## src/rtl/proc_pkg.sv

```systemverilog
// Shared types for the processor memory subsystem: word width, arbiter owner
// encoding and the muxed memory request bundle.
package proc_pkg;

    localparam int WORD_SIZE = 16;

    typedef enum logic [1:0] {
        IDLE,
        OWN_D,
        OWN_I
    } arb_owner_e;

    typedef struct packed {
        logic [WORD_SIZE-1:0] addr;
        logic [WORD_SIZE-1:0] wdata;
        logic                 read;
        logic                 write;
    } mem_req_t;

endpackage

```

## src/rtl/mem_port_arbiter.sv

```systemverilog
// Arbitrates the instruction-fetch and data ports onto one variable-latency
// memory; data wins, but a bounded data streak forces a pending fetch through.
module mem_port_arbiter
    import proc_pkg::*;
#(
    parameter int MAX_DATA_STREAK = 4,
    parameter int CNT_BITS        = 16
) (
    input  logic                 Clock_i,
    input  logic                 Resetn_i,
    input  logic [WORD_SIZE-1:0] InstrAddr_i,
    input  logic                 InstrReq_i,
    output logic [WORD_SIZE-1:0] InstrIn_o,
    output logic                 InstrWaitreq_o,
    input  logic [WORD_SIZE-1:0] DataAddr_i,
    input  logic [WORD_SIZE-1:0] DataOut_i,
    input  logic                 ReadData_i,
    input  logic                 WriteData_i,
    output logic [WORD_SIZE-1:0] DataIn_o,
    output logic                 DataWaitreq_o,
    output logic [WORD_SIZE-1:0] MemAddr_o,
    output logic [WORD_SIZE-1:0] MemWdata_o,
    output logic                 MemRead_o,
    output logic                 MemWrite_o,
    input  logic [WORD_SIZE-1:0] MemRdata_i,
    input  logic                 MemWaitreq_i,
    output logic [CNT_BITS-1:0]  DataGrants_o,
    output logic [CNT_BITS-1:0]  InstrGrants_o
);

    localparam int                STREAK_W   = $clog2(MAX_DATA_STREAK + 1);
    localparam logic [STREAK_W-1:0] STREAK_MAX = STREAK_W'(MAX_DATA_STREAK);

    arb_owner_e           state_q, state_d;
    logic [STREAK_W-1:0]  streak_q, streak_d;
    logic [CNT_BITS-1:0]  dataCnt_q, instrCnt_q;

    logic     dReq;
    logic     pickD, pickI;
    logic     completion, dataDone, instrDone;
    mem_req_t memReq;

    assign dReq = ReadData_i | WriteData_i;

    // A locked owner stays picked only while it still requests, so a dropped
    // request releases the memory strobes in the same cycle.
    always_comb begin
        pickD = 1'b0;
        pickI = 1'b0;
        if (Resetn_i) begin
            case (state_q)
                IDLE: begin
                    if (dReq && InstrReq_i && (streak_q == STREAK_MAX)) pickI = 1'b1;
                    else if (dReq)                                         pickD = 1'b1;
                    else if (InstrReq_i)                                   pickI = 1'b1;
                end
                OWN_D:   pickD = dReq;
                OWN_I:   pickI = InstrReq_i;
                default: ;
            endcase
        end
    end

    always_comb begin
        memReq = '0;
        if (pickD) begin
            memReq.addr  = DataAddr_i;
            memReq.wdata = DataOut_i;
            memReq.read  = ReadData_i;
            memReq.write = WriteData_i & ~ReadData_i;
        end else if (pickI) begin
            memReq.addr = InstrAddr_i;
            memReq.read = 1'b1;
        end
    end

    assign completion = (memReq.read | memReq.write) & ~MemWaitreq_i;
    assign dataDone   = pickD & completion;
    assign instrDone  = pickI & completion;

    assign MemAddr_o      = memReq.addr;
    assign MemWdata_o     = memReq.wdata;
    assign MemRead_o      = memReq.read;
    assign MemWrite_o     = memReq.write;
    assign InstrIn_o      = MemRdata_i;
    assign DataIn_o       = MemRdata_i;
    assign DataWaitreq_o  = ~Resetn_i | (dReq & ~dataDone);
    assign InstrWaitreq_o = ~Resetn_i | (InstrReq_i & ~instrDone);
    assign DataGrants_o   = dataCnt_q;
    assign InstrGrants_o  = instrCnt_q;

    always_comb begin
        state_d  = state_q;
        streak_d = streak_q;
        if (completion) state_d = IDLE;
        else if (pickD) state_d = OWN_D;
        else if (pickI) state_d = OWN_I;
        else            state_d = IDLE;

        if (dataDone) begin
            if (!InstrReq_i)                streak_d = '0;
            else if (streak_q != STREAK_MAX) streak_d = streak_q + STREAK_W'(1);
        end else if (instrDone) begin
            streak_d = '0;
        end
    end

    always_ff @(posedge Clock_i or negedge Resetn_i) begin
        if (!Resetn_i) begin
            state_q    <= IDLE;
            streak_q   <= '0;
            dataCnt_q  <= '0;
            instrCnt_q <= '0;
        end else begin
            state_q    <= state_d;
            streak_q   <= streak_d;
            dataCnt_q  <= dataCnt_q + CNT_BITS'(dataDone);
            instrCnt_q <= instrCnt_q + CNT_BITS'(instrDone);
        end
    end

`ifndef SYNTHESIS
    a_no_read_and_write: assert property (@(posedge Clock_i) disable iff (!Resetn_i)
        !(ReadData_i && WriteData_i));
    a_data_owner_holds: assert property (@(posedge Clock_i) disable iff (!Resetn_i)
        (state_q == OWN_D) |-> dReq);
    a_instr_owner_holds: assert property (@(posedge Clock_i) disable iff (!Resetn_i)
        (state_q == OWN_I) |-> InstrReq_i);
    a_single_strobe: assert property (@(posedge Clock_i)
        !(MemRead_o && MemWrite_o));
`endif

endmodule
```

## config.mk

```make
export PLATFORM = sky130hd
export DESIGN_NAME = mem_port_arbiter
export DESIGN_NICKNAME = d
export VERILOG_FILES = /design/src/rtl/proc_pkg.sv /design/src/rtl/mem_port_arbiter.sv
export SDC_FILE = /design/constraint.sdc
export NUM_CORES = 1
export LEC_CHECK = 0
export CORE_MARGIN = 5
export CORE_UTILIZATION = 31
export DETAILED_ROUTE_END_ITERATION = 10
export GPL_TIMING_DRIVEN = 0
export PLACE_DENSITY_LB_ADDON = 0.1
export SLEW_MARGIN = 20
export SYNTH_ARGS = -nofsm -noshare
export SYNTH_HDL_FRONTEND = slang
export SYNTH_SLANG_ARGS = --single-unit
```

## constraint.sdc

```tcl
create_clock -name Clock_i -period 2.3 [get_ports Clock_i]
set_clock_uncertainty 0.1 [all_clocks]
set_input_delay 0.46 -clock Clock_i [delete_from_list [all_inputs] [get_ports Clock_i]]
set_output_delay 0.46 -clock Clock_i [all_outputs]
set_load 0.02 [all_outputs]
```

### Placement density heat map, run 1

9 x 9 tiles, from black (low) to pale yellow (high), 0 to 100% covered.
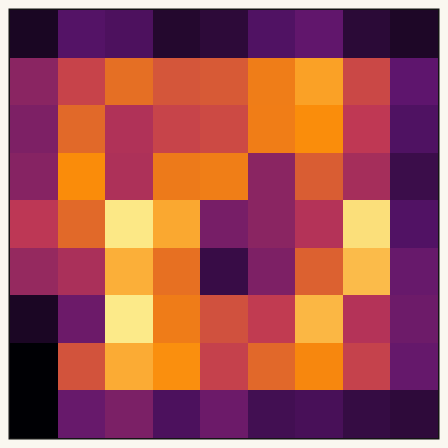
mean over tiles: 46%
fullest tile: 96%
tiles over 75% full: 14%
densest ninth of the die: west
Core Area: 6910 um^2
initial core utilization: 0.322
fin util: 0.611

### Selected gate families, run 1

Scale bar: 20 um.
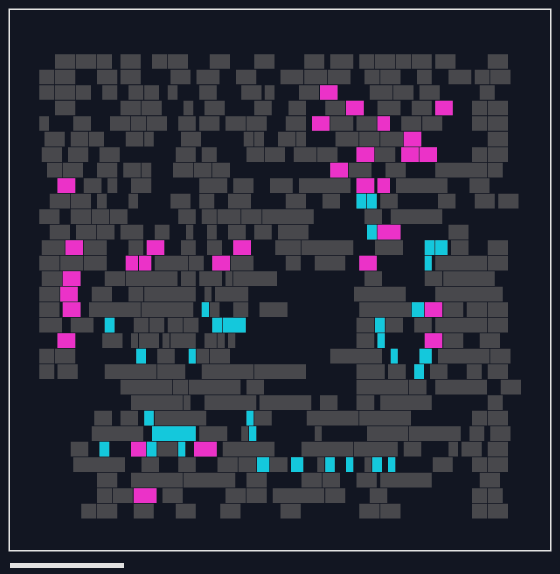
legend:
  and/or cells:
    colour: magenta
    cells: 30
  nand cells:
    colour: cyan
    cells: 31

==> flow_metrics.py, run 1 <==
# Generated from Yosys and OpenROAD reports
metrics = {
    "yosys": {
        "yosys.area.top_type_share": 0.416,
        "synth.distinct_cells": 35,
        "yosys-top-cells-count": "37 x dfrtp_1, 32 x buf_4, 21 x xnor2_1",
        "synth_cells": 214,
    },
    "run_status": {
        "violations": "negative setup slack",
        "status": "finished with violations",
    },
    "clocking": {
        "cts_setup_buffers": 8,
        "clockBufferDepth": 2,
    },
    "grt": {
        "met3_usage": 0.0558,
        "grt_use_total": 0.160,
        "globalRouteMet2Util": 0.272,
        "grt_overflow": 0,
    },
    "power": {
        "pg_comb_mw": 0.976,
        "leakage_nw": 1.94,
        "irDropWorstVdd_v": 0.000311,
        "p_clk_frac": 0.193,
        "comb_power_share": 0.433,
        "power.group.top": "combinational cells",
    },
    "floorplanning": {
        "die_area_um2": 8970,
        "taps": 96,
        "die_y_um": 94.7,
    },
    "critical_path": {
        "path_class": "reg -> out",
        "cp.arrival_ns": 1.86,
        "reg2reg_from": "streak_q[1]",
        "rrSetupSlack_ns": 0.03,
        "critPathLaunch": "streak_q[1]",
    },
    "final_layout": {
        "logic_gate_count": 132,
        "inverters_excl_clock": 6,
        "seqCellArea_um2": 926,
        "nets": 465,
    },
    "final_timing": {
        "rsz0062_at_grt": "yes",
        "whs_ns": 0.0316,
        "fmaxAchievable_ghz": 0.413,
        "finalSetupViolCount": 35,
        "setup_ws_ns": -0.120,
    },
    "place": {
        "place.gp.congestion": 0.741,
        "place_inst": 464,
        "dp_slack_ns": -0.903,
    },
    "detailed_routing": {
        "detail_route.wl_per_cell_um": 15.0,
        "initialDrtViolationCount": 30,
        "routed_via_density": 4.41,
    },
    "min_path": {
        "hp-class": "in -> async",
    },
    "job": {
        "drv_cap": 0,
    },
}
### Placement view, run 1

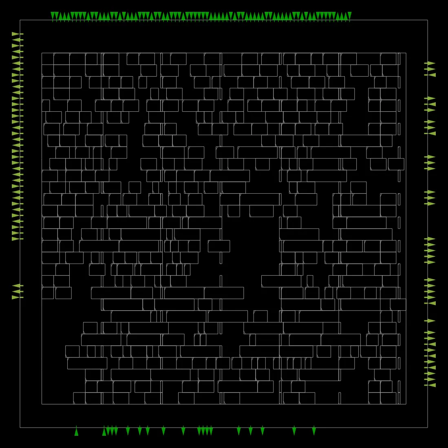
Site Rows: 30
# fillers: 616

==> run 1: routing by layer <==
layer,vias up,wire length (um),part of all wire
met4,0,77,0.011
li1,1047,-,-
met2,85,3860,0.53
met3,6,583,0.080
met1,996,2740,0.38
met5,-,0,0
==> run 1: cells in the final DEF (no fill, tap or decap), drive strengths merged, types with 2 or more instances in the layout <==
master / synthesis / routed
inv: 6 / 6
and4: 4 / 4
dfrtp: 37 / 37
clkdlybuf4s50: 0 / 113
a21oi: 2 / 2
dlygate4sd2: 0 / 2
and2: 21 / 21
nor2: 5 / 5
xnor2: 21 / 21
xor2: 7 / 7
clkbuf: 2 / 7
and3: 4 / 4
nand4: 6 / 6
nand2: 11 / 11
mux2i: 3 / 3
ha: 7 / 7
nand3: 14 / 14
buf: 37 / 87
a22o: 16 / 16
==> run 1: flip-flops by register name (all words and copies together), names as in the netlist <==
| register | flops |
|---|---|
| DataGrants_o | 16 |
| InstrGrants_o | 16 |
| state_q | 2 |
| streak_q | 3 |
==> run 1: critical path, cell delays in order, from the launching register on <==
cell and delay (ns):
dfrtp_1 0.39, inv_2 0.09, ha_4 0.15, nand2_4 0.05, o311a_4 0.34, buf_6 0.14, buf_6 0.13, and2_1 0.16
buf_6 0.13
==> run 1: logic make-up (layout without fill, tap and decap cells) <==
family / count (synthesis) / in the layout / synth area share
and+or+nand+nor: 70 / 70 / 0.193
adders and majority gates: 7 / 7 / 0.0394
xor gates and xnor gates: 28 / 28 / 0.110
muxes: 3 / 3 / 0.0135
DFF: 37 / 37 / 0.416
AOI/OAI and AO/OA: 24 / 24 / 0.0883
buffers and inverters: 45 / 219 / 0.139
==> run 1 -> run 2 <==
- CORE_UTILIZATION: 31 -> 34
- SLEW_MARGIN: 20 -> 10
- clock period: 2.3 -> 2.5 ns (I/O delays scaled with it)
### Selected gate families, run 2

Scale bar: 20 um.
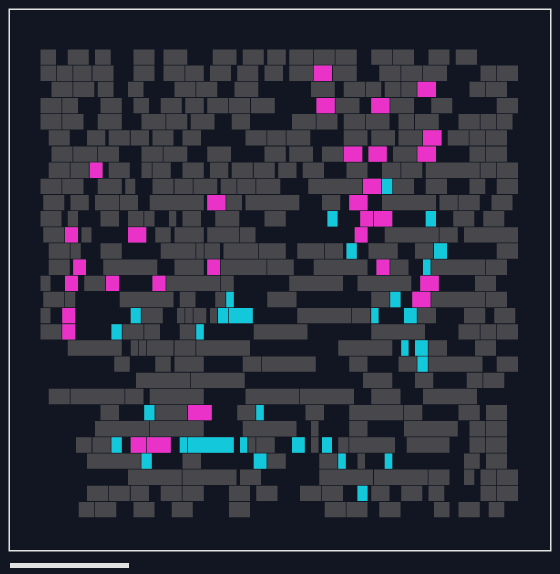
legend:
  nand cells:
    colour: cyan
    cells: 31
  and/or cells:
    colour: magenta
    cells: 30
fraction of area in multi-input gates: 0.261
Finished Layout Cells: 461

==> run 2 against run 1 <==
Effect of this change: synthesized cell count stayed put; sequential power is 8.1% lower; sequential share of layout area increased by 0.28 points; largest cell class unchanged; first-iteration DRC count increased by 60%; die area decreased by 7.9%; critical path depth down 1; non-clock buffer count fell by 4; register-to-register slack improved by 0.07 ns; via count decreased by 0.23%; global-route usage is 0.50 points higher; clock power fell by 2%; cell area is 1.3% lower; the run still ends with negative setup slack left.
==> flow_metrics.py, run 2 <==
# Generated from Yosys and OpenROAD reports
metrics = {
    "run_status": {
        "status": "finished with violations",
        "violations": "negative setup slack",
    },
    "final_layout": {
        "area_growth_syn_to_layout_pct": 87.2,
        "final_common_cell": "clkdlybuf4s50_1",
        "nets": 461,
        "lay_top_cells": "113 x clkdlybuf4s50_1, 39 x buf_4, 37 x dfrtp_1",
    },
    "grt": {
        "grt_max_degree": 36,
        "grt_use_total": 0.165,
        "grt_overflow": 0,
        "first_global_vias": 2252,
        "met3_usage": 0.0458,
        "globalRouteMet2Util": 0.293,
    },
    "critical_path": {
        "reg2reg_from": "streak_q[1]",
        "cp_cell_sequence": "clkdlybuf4s15_1 -> inv_1 -> o311a_4 -> buf_6 -> and2_4 -> o21ai_2 -> buf_6",
        "rrSetupSlack_ns": 0.10,
        "cp.arrival_ns": 1.91,
        "path_buffers": 4,
        "path_class": "in -> out",
        "max_stage_delay_ns": 0.44,
        "crit_top_cell": "buf_6",
        "cp_slowest_cell": "o311a_4",
        "worst-path-stages": 7,
    },
    "place": {
        "place.gp.congestion": 0.762,
    },
    "final_timing": {
        "relSlewSlack": 0.678,
        "rsz0062_at_grt": "yes",
        "whs_ns": 0.0837,
        "finalSetupViolCount": 1,
        "fmaxAchievable_ghz": 0.399,
        "setup_ws_ns": -0.00700,
    },
    "power": {
        "leakage_nw": 1.92,
        "comb_power_share": 0.429,
        "irDropWorstVdd_v": 0.000293,
        "sequentialPowerShare": 0.368,
        "switching_power_mw": 0.718,
    },
    "floorplanning": {
        "core_area_um2": 6350,
        "floorplan.initialDensity": 0.350,
        "die_area_um2": 8260,
        "die_y_um": 90.9,
        "rows": 29,
    },
    "yosys": {
        "yosys-top-cells-count": "37 x dfrtp_1, 32 x buf_4, 21 x xnor2_1",
        "synth.distinct_cells": 35,
        "synth-compound-area-share": 0.0883,
        "simple_gate_share": 0.193,
        "top_logic_kind": "simple AND/OR/NAND/NOR gates",
        "adder_share": 0.0394,
        "mux_share": 0.0135,
        "synth_cells": 214,
        "yosys.area.top_type_share": 0.416,
    },
    "clocking": {
        "clockBufferDepth": 2,
        "htree_levels": 2,
        "cts_setup_buffers": 2,
        "insertion_delay_ns": 0.29,
        "ctsHoldBuffers": 1,
    },
    "detailed_routing": {
        "route.met3.wl_um": 577,
        "routed_via_density": 4.62,
        "top_layer_used": "met4",
        "initialDrtViolationCount": 48,
        "met1_length_um": 2610,
        "detail_route.wl_per_cell_um": 15.3,
        "wl_met2_um": 3640,
    },
    "min_path": {
        "hp-class": "in -> async",
    },
    "job": {
        "drv_cap": 0,
    },
}
### Placement density heat map, run 2

9 x 9 tiles, from black (low) to pale yellow (high), 0 to 100% covered.
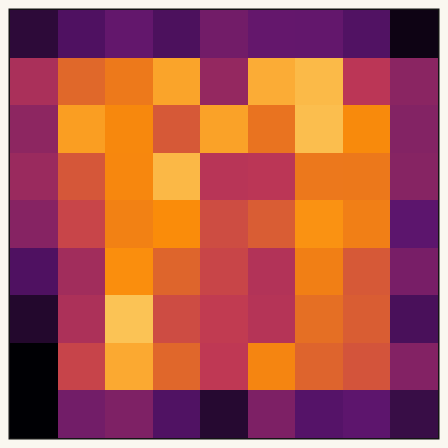
tiles over 75% full: 15%
nearly empty tiles: 2.5%
fullest tile: 87%
mean over tiles: 49%

run 2: cell counts after synthesis:
Identical to the previous run, type by type.
run 2: worst max-delay path by stage:
stage,endpoint,start
2_1_floorplan,InstrGrants_o[10],ReadData_i
3_3_place_gp,MemWrite_o,Resetn_i
3_5_place_dp,InstrGrants_o[10],InstrReq_i
5_1_grt,DataWaitreq_o,streak_q[0]
4_1_cts,DataWaitreq_o,streak_q[0]
6_report,DataWaitreq_o,InstrReq_i
run 2: power by group through the flow:
stage               clock network (mW)  registers, mW  logic, mW
floorplan                            0          0.836      0.309
global placement                     0          0.776      0.804
detailed placement                   0          0.779      0.821
CTS                              0.442          0.775      0.852
global route                     0.468          0.794      0.966
finish                           0.428          0.775      0.905
run 2: per-stage QoR:
| step | setup slack (ns) | setup TNS [ns] | cells | utilization | area [um^2] |
|---|---|---|---|---|---|
| CTS | -0.0484 | -0.175 | 458 | 0.629 | 4000 |
| global route | -0.0700 | -0.343 | 461 | 0.656 | 4160 |
| detailed placement | -0.742 | -33.01 | 445 | 0.609 | 3870 |
| global placement | -1.89 | -122.47 | 444 | 0.607 | 3850 |
| finish | -0.00700 | -0.00700 | 461 | 0.656 | 4160 |
| floorplan | 0.165 | 0 | 214 | - | 2220 |
run 2: worst reg2reg max path: cells and delay by family, from the launching register on:
kind,cells,cell delay [ns]
flip-flops,1,0.39
XOR/XNOR,1,0.15
AND/OR/NAND/NOR,4,0.56
adder cells (fa/ha/maj),3,0.55
buffers and inverters,3,0.39
AND-OR/OR-AND,1,0.14
run 2: cell type report:
class	instances	area (um^2)
clock inverters	1	7.51
plain buffers	38	307
well taps	77	96.3
multi-input cells	132	1090
flip-flops and latches	37	926
repair buffers	164	1640
inverters	6	22.5
clock buffers	6	82.6
fillers	491	2190
Power figures rest on the tool's default switching activity, not on a simulated workload.
